## src/rtl/aabb_closest_hit_pkg.sv

```systemverilog
// rtl/aabb_closest_hit_pkg.sv - shared types and constants for the AABB closest-hit reducer
package aabb_closest_hit_pkg;

    localparam int WIDTH    = 32;
    localparam int Q_BITS   = 16;
    localparam int TAG_SIZE = 3;

    localparam logic signed [WIDTH-1:0] MAX_16 = 32'sh7fff_ffff;

    typedef struct packed {
        logic [7:0] x_min;
        logic [7:0] y_min;
        logic [7:0] z_min;
        logic [7:0] x_max;
        logic [7:0] y_max;
        logic [7:0] z_max;
    } AABB;

    typedef struct packed {
        AABB                       box;
        logic                      ray_hit;
        logic [TAG_SIZE-1:0]       tag;
        logic signed [WIDTH-1:0]   tmin;
    } AABB_result;

    typedef struct packed {
        logic [TAG_SIZE-1:0]       tag;
        logic                      hit;
        logic signed [WIDTH-1:0]   tmin;
        AABB                       box;
    } ClosestHit;

    typedef struct packed {
        logic                      hit;
        logic signed [WIDTH-1:0]   tmin;
        AABB                       box;
    } HitEntry;

    localparam HitEntry ENTRY_CLEAR = '{hit: 1'b0, tmin: MAX_16, box: '0};

    // Whole number to Q(WIDTH-Q_BITS).Q_BITS fixed point.
    function automatic logic signed [WIDTH-1:0] fx(input int whole);
        return WIDTH'(whole) <<< Q_BITS;
    endfunction

endpackage

```

## src/rtl/closest_hit_fifo.sv

```systemverilog
// rtl/closest_hit_fifo.sv - first-word-fall-through FIFO for completed closest-hit records
module closest_hit_fifo #(
    parameter int WIDTH = 8,
    parameter int DEPTH = 16
) (
    input  logic             clk,
    input  logic             reset,
    input  logic             push,
    input  logic             pop,
    input  logic [WIDTH-1:0] data_in,
    output logic [WIDTH-1:0] data_out,
    output logic             full,
    output logic             empty
);
    localparam int AW = $clog2(DEPTH);

    logic [WIDTH-1:0] mem [DEPTH];
    logic [AW:0]      wr_ptr;
    logic [AW:0]      rd_ptr;
    logic             do_push;
    logic             do_pop;

    assign empty    = (wr_ptr == rd_ptr);
    assign full     = (wr_ptr[AW] != rd_ptr[AW]) && (wr_ptr[AW-1:0] == rd_ptr[AW-1:0]);
    assign do_pop   = pop && !empty;
    // A pop in the same cycle frees the slot, so a push into a full FIFO still lands.
    assign do_push  = push && (!full || do_pop);
    assign data_out = empty ? '0 : mem[rd_ptr[AW-1:0]];

    always_ff @(posedge clk or negedge reset) begin
        if (!reset) begin
            wr_ptr <= '0;
            rd_ptr <= '0;
        end else begin
            if (do_push) wr_ptr <= wr_ptr + 1'b1;
            if (do_pop)  rd_ptr <= rd_ptr + 1'b1;
        end
    end

    always_ff @(posedge clk) begin
        if (do_push) mem[wr_ptr[AW-1:0]] <= data_in;
    end

endmodule

```

## src/rtl/aabb_closest_hit.sv

```systemverilog
// rtl/aabb_closest_hit.sv - per-tag nearest-hit reduction over BOX_COUNT AABB results
module aabb_closest_hit
    import aabb_closest_hit_pkg::*;
#(
    parameter int BOX_COUNT = 8,
    parameter int OUT_DEPTH = 16
) (
    input  logic       clk,
    input  logic       reset,
    input  logic       in_valid,
    input  AABB_result in_result,
    input  logic       clear,
    output logic       out_valid,
    input  logic       out_ready,
    output ClosestHit  out_hit,
    output logic       overflow,
    output logic       busy
);
    localparam int              CNT_W   = $clog2(BOX_COUNT + 1);
    localparam int              ENTRIES = 2 ** TAG_SIZE;
    localparam logic [CNT_W-1:0] LAST   = CNT_W'(BOX_COUNT - 1);

    HitEntry          best_q  [ENTRIES];
    HitEntry          best_d  [ENTRIES];
    logic [CNT_W-1:0] count_q [ENTRIES];
    logic [CNT_W-1:0] count_d [ENTRIES];

    HitEntry          cur;
    HitEntry          nb;
    logic             take;
    logic             done;
    logic             busy_d;
    logic             fifo_full;
    logic             fifo_empty;
    ClosestHit        rec;
    logic [$bits(ClosestHit)-1:0] fifo_dout;

    always_comb begin
        cur  = best_q[in_result.tag];
        // Strict less-than: on a tie the earlier box stays.
        take = in_result.ray_hit &&
               (!cur.hit || ($signed(in_result.tmin) < $signed(cur.tmin)));
        nb   = take ? '{hit: 1'b1, tmin: in_result.tmin, box: in_result.box} : cur;
        done = in_valid && !clear && (count_q[in_result.tag] == LAST);
        rec  = '{tag: in_result.tag, hit: nb.hit, tmin: nb.tmin, box: nb.box};

        best_d  = best_q;
        count_d = count_q;
        if (clear) begin
            for (int i = 0; i < ENTRIES; i++) begin
                best_d[i]  = ENTRY_CLEAR;
                count_d[i] = '0;
            end
        end else if (in_valid) begin
            if (done) begin
                best_d[in_result.tag]  = ENTRY_CLEAR;
                count_d[in_result.tag] = '0;
            end else begin
                best_d[in_result.tag]  = nb;
                count_d[in_result.tag] = count_q[in_result.tag] + 1'b1;
            end
        end

        busy_d = 1'b0;
        for (int i = 0; i < ENTRIES; i++) begin
            busy_d = busy_d | (count_d[i] != '0);
        end
    end

    always_ff @(posedge clk or negedge reset) begin
        if (!reset) begin
            for (int i = 0; i < ENTRIES; i++) begin
                best_q[i]  <= ENTRY_CLEAR;
                count_q[i] <= '0;
            end
            overflow <= 1'b0;
            busy     <= 1'b0;
        end else begin
            best_q  <= best_d;
            count_q <= count_d;
            busy    <= busy_d;
            // A full FIFO is never empty, so out_ready alone means a pop frees a slot.
            if (done && fifo_full && !out_ready) overflow <= 1'b1;
        end
    end

    closest_hit_fifo #(
        .WIDTH ($bits(ClosestHit)),
        .DEPTH (OUT_DEPTH)
    ) u_fifo (
        .clk      (clk),
        .reset    (reset),
        .push     (done),
        .pop      (out_ready),
        .data_in  (rec),
        .data_out (fifo_dout),
        .full     (fifo_full),
        .empty    (fifo_empty)
    );

    assign out_valid = !fifo_empty;
    assign out_hit   = ClosestHit'(fifo_dout);

endmodule

```

## config.mk

```make
export PLATFORM = sky130hd
export DESIGN_NAME = aabb_closest_hit
export DESIGN_NICKNAME = d
export VERILOG_FILES = /design/src/rtl/aabb_closest_hit_pkg.sv /design/src/rtl/closest_hit_fifo.sv /design/src/rtl/aabb_closest_hit.sv
export SDC_FILE = /design/constraint.sdc
export NUM_CORES = 2
export LEC_CHECK = 0
export CAP_MARGIN = 20
export CORE_ASPECT_RATIO = 1.4
export CORE_UTILIZATION = 62
export DETAILED_ROUTE_END_ITERATION = 6
export PLACE_DENSITY = 0.79
export SYNTH_ARGS = -nofsm -noshare
export SYNTH_HDL_FRONTEND = slang
export SYNTH_SLANG_ARGS = --single-unit
```

## constraint.sdc

```tcl
create_clock -name clk -period 6 [get_ports clk]
set_clock_uncertainty 0.05 [all_clocks]
set_input_delay 0.9 -clock clk [delete_from_list [all_inputs] [get_ports clk]]
set_output_delay 0.9 -clock clk [all_outputs]
set_load 0.01 [all_outputs]
```

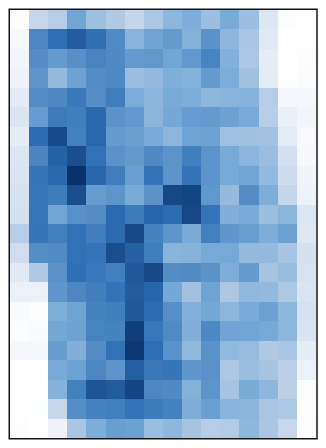
route_heat.png
The die is cut into 16 by 22 equal tiles; white is low, dark blue is high, scaled to the fullest tile. Values are wire area over tile area, all layers added.
tiles over half the peak = 51%
mean over tiles = 0.32
fullest tile = 0.66
nearly empty tiles = 5.4%
emptiest ninth of the die = north-east
total global routing track utilization: 0.3636
Total Routed Length: 244000 um
number of vias in the routed layout: 52380
WL/cell: 33.02 um

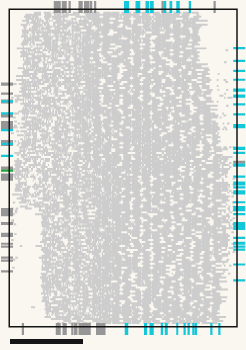
pinout.png
Bar = 100 um. Pins as bars across the die edge, other pins in gray.
cyan -> out_hit  # pins 84, direction output, edge 42 east, 20 north, 17 south, 5 west
green -> overflow  # pins 1, direction output, edge west
all pins by edge = 47 west, 45 south, 44 east, 40 north
die outline height: 435.0 um
IO buf count: 175

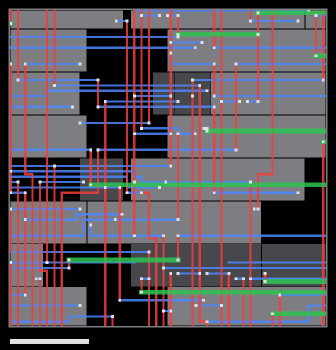
closeup.png
Bar = 5 um. Region (146, 294) to (166, 314) um. Cells in gray, sequential cells in the stronger gray; small squares are vias.
red -> M2
blue -> M1
green -> M3
most frequent = edfxtp_1 (6)
netlist names of flops here include = u_fifo.mem (6)
cells with their middle in the window = 10
sequential cells in the window = 6

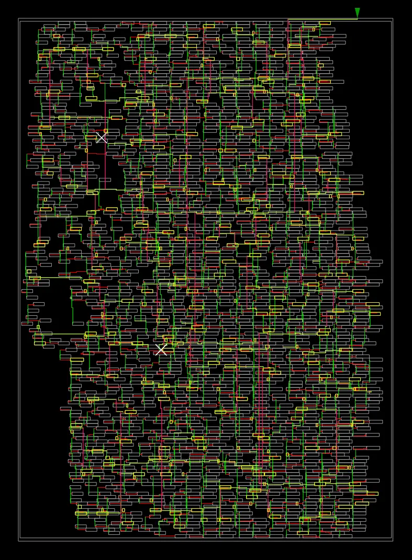
clock_nets.png
# clk buffers: 219
Clock group: 11700 uW

==> run notes <==
Notes on the physical design

The minimum hold slack is 0.02818 ns. The iteration count of the initial detailed-routing pass is 7. The number of nets handed over by synthesis was 5361.

During I/O placement, the number of pins put on the boundary was 176. Derived from the worst setup path, the maximum achievable clock frequency is 186.2 MHz. The synthesized design contains 2036 register bits.

The clock sink total is 2036. The checks that failed: design-rule violations. On the reported timing paths, the clock transition at the registers reads 0.07 ns.

The library cells used most frequently in the layout, excluding fill and tap cells, are edfxtp_1, nand2_1, dfrtp_1. The final antenna-violating net count is 0. The chip area estimate from yosys synthesis is 0.08302 mm^2. For this design the ratio of total power to cell area is 395.8 mW/mm^2. Per the layout report, the design carries 7651 filler cells.

The first-iteration detailed-routing DRC count is 7106. The register share after synthesis is 0.6984. Per the synth stats, the proportion of register bits with asynchronous set or reset is 0.3399. edfxtp_1 takes more of the synthesized area than any other cell. The script parses the final routing iteration and logs DRC violations as 14. The critical path buffer and inverter count is 6. The number of core rows is 158. The final tally of max-slew violations is 0. STA classifies the critical path endpoint as a flip-flop. The maximum number of pins on one net before global-route repair is 181. The run finished, with violations left. The share of layout cells above drive strength 1 is 0.2434. The most frequent cell after synthesis is edfxtp_1. Per the post-place timing report, worst setup slack is 0.006773 ns. Setup repair after global routing left no endpoint under its margin. Among all flip-flop cells after synthesis, the most frequent one is edfxtp_1.

The timing report attributes the biggest portion of critical-path delay to buffers and inverters. The sequential cells in the finished layout cover a total of 0.05800 mm^2. The post-placement cell area is 0.08804 mm^2.

The number of buffers on the longest clock path is 3. In this run the VDD rail shows a maximum IR drop of 0.3901 mV. The final report gives the standard cell area, fillers excluded, as 0.09387 mm^2. The final weighted congestion of routability-driven global placement is 0.9262. The commonest cells after synthesis are edfxtp_1, nand2_1, dfrtp_1, mux4_2, o21ai_1. The H-tree was split into 4 levels.

Summing every instance area after synthesis gives 0.08302 mm^2.
==> layout make-up <==
cell class                 instances  area share
clock buffer                     219     0.05008
antenna                            4   0.0001066
clock inverter                   110     0.01190
tap                             1760     0.02346
multi-input combinational       2740      0.2478
inverter                         123    0.004919
timing repair buffer             397     0.04384
sequential                      2036      0.6179
==> cells by family after synthesis <==
kind of cell | synth area share
muxes | 0.1436
buffers and inverters | 0.02380
AOI/OAI and AO/OA | 0.07186
DFF | 0.6984
and+or+nand+nor | 0.05528
adders and majority gates | 0.005576
xor gates and xnor gates | 0.001477
==> power breakdown <==
group / internal, uW / switching, uW / total, uW
Sequential: 15400 / 317 / 15800
Combinational: 4760 / 4930 / 9690
Clock: 6420 / 5280 / 11700
==> per-layer routing <==
layer  part of all wire  global-route usage  vias to the layer above
met4              0.060              0.1873                        8
li1                   -                   -                    20460
met1               0.34              0.4766                    26530
met3               0.12             0.08028                      970
met5            0.00024                   0                        -
met2               0.48              0.5776                     4410
==> flip-flops by register name, summed over array words and instances, names as in the netlist <==
register,flops
best_q,648
busy,1
count_q,32
overflow,1
u_fifo.mem,1344
u_fifo.rd_ptr,5
u_fifo.wr_ptr,5
==> worst paths after layout <==
| kind | to | startpoint | slack, ns | cells past startpoint |
|---|---|---|---|---|
| setup / recovery | u_fifo.mem[4][35] | in_result[34] | 0.63 | 18 |
| hold / removal | best_q[349] | reset | 0.03 | 1 |
| setup reg to reg | u_fifo.mem[4][35] | best_q[152] | 0.99 | 15 |
| hold reg to reg | best_q[272] | best_q[272] | 0.43 | 2 |
| max in group asynchronous | best_q[642] | reset | 4.27 | 2 |
| min in group clk | best_q[272] | best_q[272] | 0.43 | 2 |
Power is estimated from default activity; no workload was simulated.
